**src/rtl/alu_fu_pool.sv**
```systemverilog
// Pool of RV32I integer ALU lanes with per-lane result FIFOs and a round-robin CDB arbiter.
// Optional macro ALU_FU_PIPE_EN adds one registered execute stage per lane in front of its FIFO.
package alu_fu_pkg;
    localparam logic [2:0] op_b_reg   = 3'd0;
    localparam logic [2:0] op_b_imm   = 3'd1;
    localparam logic [2:0] op_b_lui   = 3'd2;
    localparam logic [2:0] op_b_auipc = 3'd3;

    typedef struct packed {
        logic [31:0] pc;
        logic [31:0] imm;
        logic [2:0]  funct3;
        logic [6:0]  funct7;
        logic [2:0]  opcode;
        logic [4:0]  rd;
        logic [5:0]  pd;
        logic [4:0]  rob_entry_idx;
    } rs_to_alu_t;

    typedef struct packed {
        logic [31:0] value;
        logic [4:0]  rd;
        logic [5:0]  pd;
        logic [4:0]  rob_entry_idx;
        logic [2:0]  opcode;
        logic [31:0] pc;
        logic [31:0] rs1_value;
        logic [31:0] rs2_value;
        logic [31:0] calculated_pc_next;
        logic        valid;
        logic [31:0] mem_addr;
        logic [31:0] mem_wdata;
        logic        mem_we;
        logic [1:0]  mem_size;
    } cdb_entry_t;
endpackage

module alu_fu_pool
    import alu_fu_pkg::*;
#(
    parameter int NUM_UNITS   = 2,
    parameter int QUEUE_DEPTH = 4
) (
    input  logic                                          clk,
    input  logic                                          rst_n,
    input  logic                                          flush,
    input  logic [NUM_UNITS-1:0]                          issue_valid,
    input  rs_to_alu_t [NUM_UNITS-1:0]                    issue_op,
    input  logic [NUM_UNITS-1:0][31:0]                    ps1_value,
    input  logic [NUM_UNITS-1:0][31:0]                    ps2_value,
    output logic [NUM_UNITS-1:0]                          issue_ready,
    output logic                                          cdb_valid,
    input  logic                                          cdb_ready,
    output cdb_entry_t                                    cdb_entry,
    output logic [NUM_UNITS-1:0][$clog2(QUEUE_DEPTH):0]   lane_count
);
    localparam int QW = $clog2(QUEUE_DEPTH);
    localparam int CW = QW + 1;
    localparam int PW = (NUM_UNITS > 1) ? $clog2(NUM_UNITS) : 1;

    // Handshake: an issue moves on lane i when issue_valid[i] && issue_ready[i] at a rising
    // edge; a CDB result moves when cdb_valid && cdb_ready; valid never depends on ready.
    function automatic cdb_entry_t alu_exec(input rs_to_alu_t op, input logic [31:0] a,
                                            input logic [31:0] rs2);
        cdb_entry_t e;
        logic [31:0] b;
        logic [4:0]  sh;
        e  = '0;
        b  = (op.opcode == op_b_imm) ? op.imm : rs2;
        sh = b[4:0];
        case (op.opcode)
            op_b_reg, op_b_imm: begin
                case (op.funct3)
                    3'd0: e.value = (op.opcode == op_b_reg && op.funct7[5]) ? a - b : a + b;
                    3'd1: e.value = a << sh;
                    3'd2: e.value = {31'd0, $signed(a) < $signed(b)};
                    3'd3: e.value = {31'd0, a < b};
                    3'd4: e.value = a ^ b;
                    3'd5: begin
                        // Kept as an if: inside ?: the unsigned srl arm would make sra logical.
                        if (op.funct7[5]) e.value = $signed(a) >>> sh;
                        else              e.value = a >> sh;
                    end
                    3'd6: e.value = a | b;
                    default: e.value = a & b;
                endcase
            end
            op_b_lui:   e.value = op.imm;
            op_b_auipc: e.value = op.pc + op.imm;
            default:    e.value = 32'd0;
        endcase
        e.rd                 = op.rd;
        e.pd                 = op.pd;
        e.rob_entry_idx      = op.rob_entry_idx;
        e.opcode             = op.opcode;
        e.pc                 = op.pc;
        e.rs1_value          = a;
        e.rs2_value          = b;
        e.calculated_pc_next = op.pc + 32'd4;
        e.valid              = 1'b1;
        return e;
    endfunction

    cdb_entry_t                   alu_result [NUM_UNITS];
    cdb_entry_t                   wr_data    [NUM_UNITS];
    cdb_entry_t                   fifo_mem   [NUM_UNITS][QUEUE_DEPTH];
    logic [NUM_UNITS-1:0]         accept, wr_en, pop;
    logic [NUM_UNITS-1:0][CW-1:0] count;
    logic [NUM_UNITS-1:0][QW-1:0] wr_ptr, rd_ptr;
    logic [PW-1:0]                rr_ptr, winner, rr_next, cand;
    logic [PW:0]                  sum;
    logic                         found;
    logic                         unused_funct7;

    always_comb begin
        unused_funct7 = 1'b0;
        for (int i = 0; i < NUM_UNITS; i++) begin
            alu_result[i] = alu_exec(issue_op[i], ps1_value[i], ps2_value[i]);
            unused_funct7 = unused_funct7 ^ (^{issue_op[i].funct7[6], issue_op[i].funct7[4:0]});
        end
    end

`ifdef ALU_FU_PIPE_EN
    logic [NUM_UNITS-1:0] pipe_valid;
    cdb_entry_t           pipe_entry [NUM_UNITS];

    always_ff @(posedge clk) begin
        if (!rst_n || flush) pipe_valid <= '0;
        else                 pipe_valid <= accept;
        for (int i = 0; i < NUM_UNITS; i++)
            if (accept[i]) pipe_entry[i] <= alu_result[i];
    end

    always_comb begin
        for (int i = 0; i < NUM_UNITS; i++) begin
            issue_ready[i] = ({1'b0, count[i]} + {{CW{1'b0}}, pipe_valid[i]}) < (CW+1)'(QUEUE_DEPTH);
            accept[i]      = issue_valid[i] && issue_ready[i];
            wr_en[i]       = pipe_valid[i];
            wr_data[i]     = pipe_entry[i];
            lane_count[i]  = count[i];
        end
    end
`else
    always_comb begin
        for (int i = 0; i < NUM_UNITS; i++) begin
            issue_ready[i] = {1'b0, count[i]} < (CW+1)'(QUEUE_DEPTH);
            accept[i]      = issue_valid[i] && issue_ready[i];
            wr_en[i]       = accept[i];
            wr_data[i]     = alu_result[i];
            lane_count[i]  = count[i];
        end
    end
`endif

    // Winner is the first non-empty lane at or above rr_ptr, wrapping once.
    always_comb begin
        found  = 1'b0;
        winner = '0;
        sum    = '0;
        cand   = '0;
        for (int k = 0; k < NUM_UNITS; k++) begin
            sum = {1'b0, rr_ptr} + (PW+1)'(k);
            if (sum >= (PW+1)'(NUM_UNITS)) sum = sum - (PW+1)'(NUM_UNITS);
            cand = sum[PW-1:0];
            if (!found && count[cand] != '0) begin
                found  = 1'b1;
                winner = cand;
            end
        end
        cdb_valid = found;
        cdb_entry = found ? fifo_mem[winner][rd_ptr[winner]] : '0;
        rr_next   = (winner == PW'(NUM_UNITS - 1)) ? '0 : winner + PW'(1);
        for (int i = 0; i < NUM_UNITS; i++)
            pop[i] = found && cdb_ready && (winner == PW'(i));
    end

    always_ff @(posedge clk) begin
        if (!rst_n || flush) begin
            count  <= '0;
            wr_ptr <= '0;
            rd_ptr <= '0;
            rr_ptr <= '0;
        end else begin
            for (int i = 0; i < NUM_UNITS; i++) begin
                if (wr_en[i]) wr_ptr[i] <= wr_ptr[i] + QW'(1);
                if (pop[i])   rd_ptr[i] <= rd_ptr[i] + QW'(1);
                if (wr_en[i] && !pop[i])      count[i] <= count[i] + CW'(1);
                else if (!wr_en[i] && pop[i]) count[i] <= count[i] - CW'(1);
            end
            if (cdb_valid && cdb_ready) rr_ptr <= rr_next;
        end
    end

    always_ff @(posedge clk) begin
        for (int i = 0; i < NUM_UNITS; i++)
            if (rst_n && !flush && wr_en[i]) fifo_mem[i][wr_ptr[i]] <= wr_data[i];
    end
endmodule

```
**config.mk**
```make
export PLATFORM = sky130hd
export DESIGN_NAME = alu_fu_pool
export DESIGN_NICKNAME = d
export VERILOG_FILES = /design/src/rtl/alu_fu_pool.sv
export SDC_FILE = /design/constraint.sdc
export NUM_CORES = 2
export LEC_CHECK = 0
export ABC_AREA = 1
export CAP_MARGIN = 30
export CORE_ASPECT_RATIO = 0.7
export CORE_MARGIN = 4
export CORE_UTILIZATION = 54
export CTS_CLUSTER_DIAMETER = 30
export DETAILED_ROUTE_END_ITERATION = 12
export PLACE_DENSITY = 0.77
export SYNTH_ARGS = -nofsm -noshare
export SYNTH_HDL_FRONTEND = slang
export SYNTH_SLANG_ARGS = --single-unit
```
**constraint.sdc**
```tcl
create_clock -name clk -period 9.04 [get_ports clk]
set_input_delay 1.356 -clock clk [delete_from_list [all_inputs] [get_ports clk]]
set_output_delay 1.356 -clock clk [all_outputs]
set_load 0.01 [all_outputs]
```
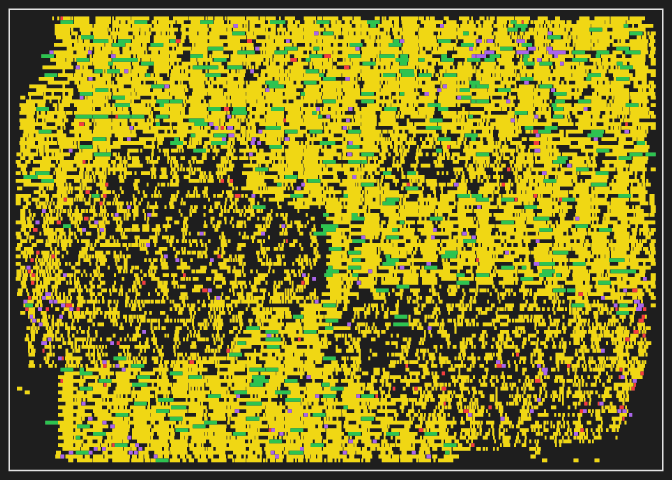
*Drive-strength map*
Key: x6 and larger = green [cells 340, share 3.6%]; x2 = red [cells 98, share 1.0%]; x3 and x4 = purple [cells 199, share 2.1%]; x1 and smaller = yellow [cells 8814, share 93%]
non-clock buffer count in the final layout: 647
area of all placed cells without fillers: 0.09499 mm^2
worst path setup slack after routing: 1.834 ns
relative area change from synthesis to final layout: 17.98%

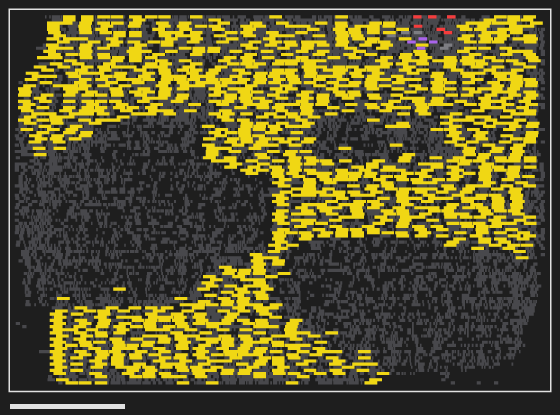
*Register map, names as in the netlist*
Scale bar: 100 um. Other sequential cells in the stronger grey, the rest of the logic in the fainter grey.
Key: lane_count = red [flops 6, where upper right]; rd_ptr = purple [flops 4, where upper right]; fifo_mem = yellow [flops 1416, where widely spread]
Another 5 sequential cells are not coloured.
register fraction of the total cell area: 0.4508
Reg area: 0.04282 mm^2
core occupancy in the finished layout: 0.6421

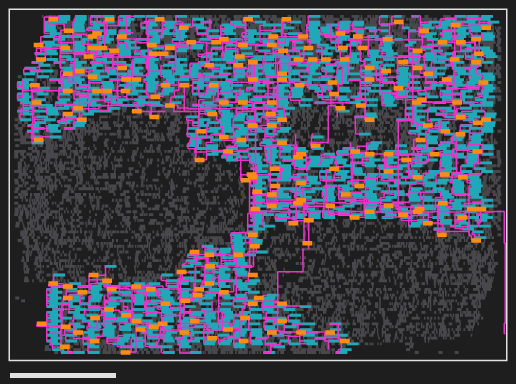
*Clock network drawn from the DEF*
Scale bar: 100 um.
Key: clock wires = magenta [length 17100 um]; clock-net drivers = orange [count 214]; flip-flops = cyan [count 1431]
Position of the flops: widely spread. There are 215 routed clock nets.

==> highlights.md <==
Power
* 0.378 — relative contribution of the clock network to total power
* 36.38 nW — leakage
* 239.4 mW/mm^2 — ratio of total power to cell area
* 0.328 — share of power burned in registers
* 6.68 mW — combinational cell power

CTS
* 0 — setup fix buffers added after clock tree synthesis
* yes — CTS tree
* 0 — hold-fix buffer count after cts
* 1431 — number of clock sinks seen by CTS
* clkbuf_16 — root buffer cell

STA
* 0.7971 — final worst path period share
* 0.07493 ns — worst clock skew
* 0.1584 — Slew headroom
* 0 — hold violation total from the final report

Placed design
* 1.940 ns — pre-CTS worst setup slack
* 229200 um — post-detailed-placement half-perimeter wirelength
* 1.075 — final weighted congestion in routability-driven placement
* 11020 — instance count after placement with tap cells included

Floorplan
* 0.1554 mm^2 — Die Outline Area
* 576 — top-level I/O count

Critical path
* reg2out — WS Path Type
* nand2_1 — crit-path most repeated cell
* 5.85 ns — worst path arrival time
* output pin — type of destination of the critical path

Detailed routing
* 0 — total DRC errors in the routed layout
* 6 — number of detailed-routing iterations run before antenna repair
* 13260 — drt initial violations
* 28.99 um — average detailed-routed wire length per instance
* 332300 um — final routed wirelength across all metal layers

GRT
* 42 — antenna violations before repair

Yosys
* 0.08051 mm^2 — Yosys chip area
* 65 — Cell variety after synth
* 8898 — yosys stat cell total
* 1431 — number of storage elements in the synthesis netlist
* edfxtp_1 — most common flop cell mapped by yosys

Run status
* complete, no violations — result of the run

Layout
* 0.06740 — share of layout cells above drive strength 1
* nand2_1, edfxtp_1, nor2_1 — most frequently placed logic cells in the final layout
* 11850 — Fillers

Worst hold path
* reg2reg — classification of the worst-slack hold path

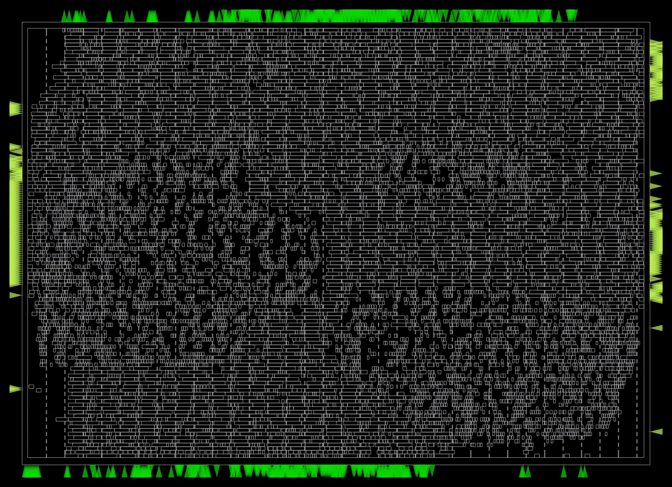
*Placement view*
core footprint: 0.1479 mm^2
FF+latch count: 1431
Core Rows: 118
Finished Layout Cells: 11460
number of tap instances: 1980

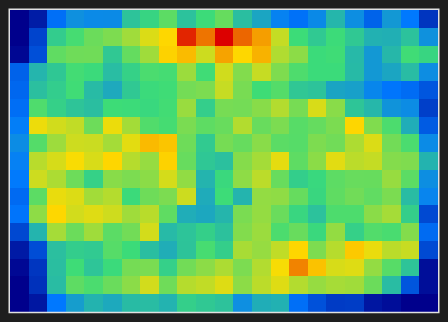
*Routed metal per tile*
23 x 17 tiles, from dark blue (low) to red (high), scaled to the fullest tile. Values are wire area over tile area, all layers added.
2.0% of the tiles are nearly empty. The mean over all tiles is 0.39. The fullest tile reaches 0.77. 57% of the tiles are over half the peak.

flip-flops by register name, summed over array words and instances (netlist names):
register,cells
fifo_mem,1416
lane_count,6
rd_ptr,4
wr_ptr,4
rr_ptr,1
layout make-up:
type,count,area [um^2],area share
diodes,33,82.58,0.0008694
clock buffers,224,5393,0.05677
clock inverters,181,2257,0.02376
inverters,732,2783,0.02930
multi-input cells,6236,32760,0.3449
flip-flops and latches,1431,42820,0.4508
well taps,1980,2477,0.02608
repair buffers,647,6414,0.06752
final timing paths:
kind	slack, ns	start	to	depth (start not counted)
max	1.83	lane_count[0]	cdb_entry[76]	11
min	0.48	rd_ptr[3]	rd_ptr[3]	1
max reg2reg	4.15	lane_count[0]	lane_count[5]	15
min reg2reg	0.48	rd_ptr[3]	rd_ptr[3]	1
routing by layer:
layer,vias up,GRT usage,part of all wire
met2,5724,0.5667,0.41
met1,35210,0.5634,0.38
li1,32130,-,-
met5,-,0,0.000075
met3,748,0.1756,0.17
met4,4,0.1697,0.045
synthesized netlist by cell type, types with 32 or more instances:
| master | count |
|---|---|
| nand2_1 | 1501 |
| edfxtp_1 | 1416 |
| nor2_1 | 1224 |
| o21ai_0 | 1170 |
| inv_1 | 711 |
| nand3_1 | 452 |
| clkbuf_1 | 385 |
| a21oi_1 | 379 |
| o221ai_1 | 369 |
| ha_1 | 256 |
| and3_1 | 188 |
| nor3_1 | 81 |
| buf_4 | 79 |
| xor2_1 | 72 |
| o21ai_1 | 60 |
| buf_2 | 55 |
| o211ai_1 | 40 |
| nand4_1 | 34 |
| a31oi_1 | 33 |
| o21bai_1 | 33 |
| buf_1 | 32 |
critical path: cells and delay by family (launching register included):
family / cells / cell delay (ns)
buffers and inverters: 4 / 2.17
AOI/OAI and AO/OA: 2 / 0.66
and+or+nand+nor: 5 / 1.19
DFF: 1 / 0.43
Power and IR drop assume default switching activity.
